## config.mk

```make
export PLATFORM = sky130hd
export DESIGN_NAME = clk_div_ctrl
export DESIGN_NICKNAME = d
export VERILOG_FILES = /design/src/rtl/clk_div_ctrl.sv
export SDC_FILE = /design/constraint.sdc
export NUM_CORES = 1
export LEC_CHECK = 0
export CORE_UTILIZATION = 52
export CTS_CLUSTER_DIAMETER = 150
export DETAILED_ROUTE_END_ITERATION = 12
export PLACE_DENSITY_LB_ADDON = 0.15
export SYNTH_ARGS = -nofsm -noshare
export SYNTH_HDL_FRONTEND = slang
export SYNTH_SLANG_ARGS = --single-unit
```

## constraint.sdc

```tcl
create_clock -name clk -period 4.3 [get_ports clk]
set_clock_uncertainty 0.05 [all_clocks]
set_input_delay 0.43 -clock clk [delete_from_list [all_inputs] [get_ports clk]]
set_output_delay 0.43 -clock clk [all_outputs]
set_load 0.005 [all_outputs]
```

## src/rtl/clk_div_ctrl.sv

```systemverilog
`default_nettype none
// ============================================================================
// Module   : clk_div_ctrl
// Purpose  : Runtime controller for a posedge/negedge clock divider pair.
//            It owns the divide ratio and the enable of the divider. New
//            ratios arrive over a valid/ready handshake and are checked
//            for legality. A new ratio is applied only at an output-period
//            boundary, so the divided clock never emits a runt pulse.
// Ports    : clk        - source clock, all logic on posedge
//            arstn      - synchronous active-low reset
//            run        - level request, 1 = run, 0 = stop at period end
//            cfg_valid  - new ratio offered
//            cfg_ratio  - requested ratio
//            cfg_ready  - ratio can be accepted this cycle (OFF/RUN)
//            cfg_err    - one-cycle pulse, accepted ratio was illegal
//            div_en     - divider enable
//            div_clr    - one-cycle synchronous clear of divider counters
//            div_ratio  - applied ratio
//            high_flip  - div_ratio-1
//            low_flip   - (div_ratio-1)>>1
//            cnt        - mirror of divider posedge counter
//            tick       - end-of-period pulse (cnt==high_flip, div_en=1)
//            busy       - controller in DRAIN or LOAD
// Revision : 1.0 - initial release
// ============================================================================
module clk_div_ctrl #(
  parameter int RW            = 8,
  parameter int MAX_RATIO     = 255,
  parameter int DEFAULT_RATIO = 5
) (
  input  logic          clk,
  input  logic          arstn,
  input  logic          run,
  input  logic          cfg_valid,
  input  logic [RW-1:0] cfg_ratio,
  output logic          cfg_ready,
  output logic          cfg_err,
  output logic          div_en,
  output logic          div_clr,
  output logic [RW-1:0] div_ratio,
  output logic [RW-1:0] high_flip,
  output logic [RW-1:0] low_flip,
  output logic [RW-1:0] cnt,
  output logic          tick,
  output logic          busy
);

  typedef enum logic [1:0] {
    ST_OFF   = 2'd0,
    ST_RUN   = 2'd1,
    ST_DRAIN = 2'd2,
    ST_LOAD  = 2'd3
  } state_t;

  localparam logic [RW-1:0] c_max_ratio = RW'(MAX_RATIO);
  localparam logic [RW-1:0] c_min_ratio = RW'(2);
  localparam logic [RW-1:0] c_one       = RW'(1);
  localparam logic [RW-1:0] c_def_ratio = RW'(DEFAULT_RATIO);
  localparam logic [RW-1:0] c_def_high  = RW'(DEFAULT_RATIO - 1);
  localparam logic [RW-1:0] c_def_low   = RW'((DEFAULT_RATIO - 1) / 2);

  state_t        state_q, state_d;
  logic [RW-1:0] ratio_q, ratio_d;
  logic [RW-1:0] high_q, high_d;
  logic [RW-1:0] low_q, low_d;
  logic [RW-1:0] cnt_q, cnt_d;
  logic          pend_q, pend_d;
  logic [RW-1:0] pend_ratio_q, pend_ratio_d;
  logic          err_q, err_d;

  logic          xfer;
  logic          legal;
  logic          end_of_period;
  logic [RW-1:0] cnt_next;

  assign cfg_ready     = (state_q == ST_OFF) || (state_q == ST_RUN);
  assign xfer          = cfg_valid && cfg_ready;
  assign legal         = (cfg_ratio >= c_min_ratio) && (cfg_ratio <= c_max_ratio);
  assign div_en        = (state_q == ST_RUN) || (state_q == ST_DRAIN);
  assign div_clr       = (state_q == ST_LOAD);
  assign busy          = (state_q == ST_DRAIN) || (state_q == ST_LOAD);
  assign end_of_period = div_en && (cnt_q == high_q);
  assign tick          = end_of_period;
  assign cnt_next      = (cnt_q == high_q) ? '0 : cnt_q + c_one;

  assign cfg_err   = err_q;
  assign div_ratio = ratio_q;
  assign high_flip = high_q;
  assign low_flip  = low_q;
  assign cnt       = cnt_q;

  always_comb begin
    state_d      = state_q;
    ratio_d      = ratio_q;
    cnt_d        = cnt_q;
    pend_d       = pend_q;
    pend_ratio_d = pend_ratio_q;
    err_d        = xfer && !legal;

    case (state_q)
      ST_OFF: begin
        cnt_d = '0;
        // Divider is idle, so a legal ratio can be applied immediately;
        // if run rises in the same cycle the following LOAD already sees it.
        if (xfer && legal) begin
          ratio_d = cfg_ratio;
        end
        if (run) begin
          state_d = ST_LOAD;
        end
      end
      ST_RUN: begin
        cnt_d = cnt_next;
        if (xfer && legal) begin
          pend_d       = 1'b1;
          pend_ratio_d = cfg_ratio;
          state_d      = ST_DRAIN;
        end
        if (!run) begin
          state_d = ST_DRAIN;
        end
      end
      ST_DRAIN: begin
        cnt_d = cnt_next;
        // Apply the pending ratio on the edge into LOAD so it is already
        // visible while the divider counters are being cleared.
        if (end_of_period) begin
          state_d = ST_LOAD;
          if (pend_q) begin
            ratio_d = pend_ratio_q;
          end
          pend_d = 1'b0;
        end
      end
      ST_LOAD: begin
        cnt_d   = '0;
        state_d = run ? ST_RUN : ST_OFF;
      end
      default: begin
        cnt_d   = '0;
        state_d = ST_OFF;
      end
    endcase
  end

  // Flip points are registered with the ratio, keeping cfg_ratio off any
  // combinational path to the outputs.
  assign high_d = ratio_d - c_one;
  assign low_d  = high_d >> 1;

  always_ff @(posedge clk) begin
    if (!arstn) begin
      state_q      <= ST_OFF;
      ratio_q      <= c_def_ratio;
      high_q       <= c_def_high;
      low_q        <= c_def_low;
      cnt_q        <= '0;
      pend_q       <= 1'b0;
      pend_ratio_q <= '0;
      err_q        <= 1'b0;
    end else begin
      state_q      <= state_d;
      ratio_q      <= ratio_d;
      high_q       <= high_d;
      low_q        <= low_d;
      cnt_q        <= cnt_d;
      pend_q       <= pend_d;
      pend_ratio_q <= pend_ratio_d;
      err_q        <= err_d;
    end
  end

endmodule
`default_nettype wire

```

Figure 1. Local utilization.
The die is cut into 6 by 6 equal tiles; white is low, dark blue is high, 0 to 100% covered.
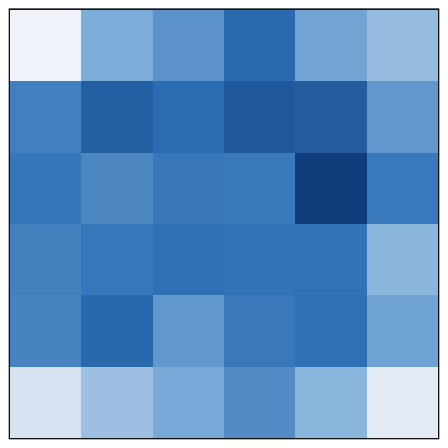
mean over tiles: 61%
tiles over 75% full: 19%
fullest tile: 95%
core utilization at floorplan: 54.9%
core region area: 0.00339 mm2

==> summary.txt <==
Entry: Yosys synthesis followed by OpenROAD place and route.

Status:
- The flow ran to the end, and the final reports show no timing, DRC or antenna violations.

CTS:
- The run gives the number of buffers inserted during clock tree synthesis as 5.
- The run gives the clock-pin slew reported for the worst setup and hold paths after clock tree synthesis as 0.11 ns.
- The run puts the maximum clock insertion buffer count at 2.
- The tree is rooted in a clkbuf_4.
- The run puts the clock sink count at 36.

Synthesis:
- The run puts the share of async-settable or async-resettable flops after synthesis at 0%.
- The run puts the number of cells produced by synthesis at about 220.
- The Yosys step of the flow raised 0 warnings.
- The run puts the share of cell area taken by muxes after synthesis at 3.03%.
- The run gives the post-synthesis xor/xnor area fraction as 7.53%.
- Sorting the synthesized cells by area gives the leading types as dfxtp_1 39%, nor2_1 5.2%, xnor2_1 5.2%.
- The run gives the cell total in the yosys stat output as 220.
- The area fraction of the largest cell type after synthesis is 38.7%.
- Per the synthesis report, the simple-gate share of the synthesized area is 21.0%.
- The run gives the leading area contributor after synthesis as dfxtp_1.

Worst setup path:
- The run gives the logic depth of the worst setup path including buffers as 11.
- STA classifies the critical path endpoint as a flip-flop.
- Grouping stages by cell kind, the critical path spends the most delay in simple AND/OR/NAND/NOR gates.
- The run puts the worst stage delay on the critical path at 0.51 ns.
- The run gives the type of the setup path with the least slack as flip-flop to flip-flop.
- Per the timing report, the most critical flop-to-flop path originates at state_q[0].

Die:
- The run puts the total I/O pin count at roughly 50.
- The run gives the number of well-tap cells placed as ~46.
- The run puts the width of the chip at 61.8 um.
- The run puts the total die size at between 0.003 and 0.004 mm2.

Route:
- The run gives the routed length on met2 as 2150 um.
- The run puts the DRC violation total after the first TritonRoute iteration at approximately 88.

Power:
- The power report attributes to the combinational group a share of between 50% and 60%.
- Of the total power, the clock network draws between 15 and 20%.
- Per the power-grid run, VDD falls by no more than 338 uV.
- The run gives the group drawing the most power as combinational logic.
- Sequential cells burn 32.6% of the power.

Hold path:
- Note that the worst hold path type here is flip-flop to flip-flop.
- The endpoint of the worst hold path is reported as pend_ratio_q[5].
- For the worst min-delay path, the startpoint reported by OpenROAD is pend_ratio_q[5].

Global route:
- The run puts the total grt overflow at 0.
- Global routing consumed, on the met2 layer, 41.6% of the routing resources.
- The run puts the number of antenna violations at the first check in global routing at 0.

Finish:
- The run gives the number of diodes added for antenna fixing as 0.
- There are 36 flip-flops and latches.
- The run gives the final-layout fill cell count as 274.
- Among logic cells in the layout, the one with the most instances is clkdlybuf4s50_1.
- The run puts the non-clock inverter count in the final layout at 14.

STA:
- The run puts the max-slew violation count at 0.
- Derived from the worst setup path, the maximum achievable clock frequency is approximately 0.34 GHz.
- Setup repair after global routing left no endpoint under its margin.
- The run gives the worst hold slack as 0.415 ns.
- The final critical path takes up 68.2% of the cycle.
- The run puts the transition time at the pin with the least slew margin at 0.670 ns.

Placement:
- The run gives the placed cell area as approximately 0.0023 mm2.
Figure 2. The metal 1 layer.
Scale bar: 20 um.
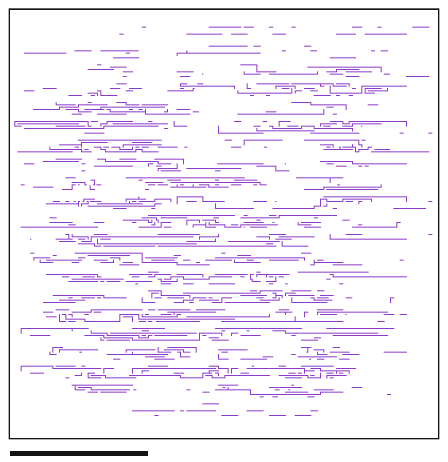
share of all routed wire: 45%
wire length on this layer: 1910 um
main direction: horizontal
nets with wire on the layer: 248

Power is estimated from default activity; no workload was simulated.
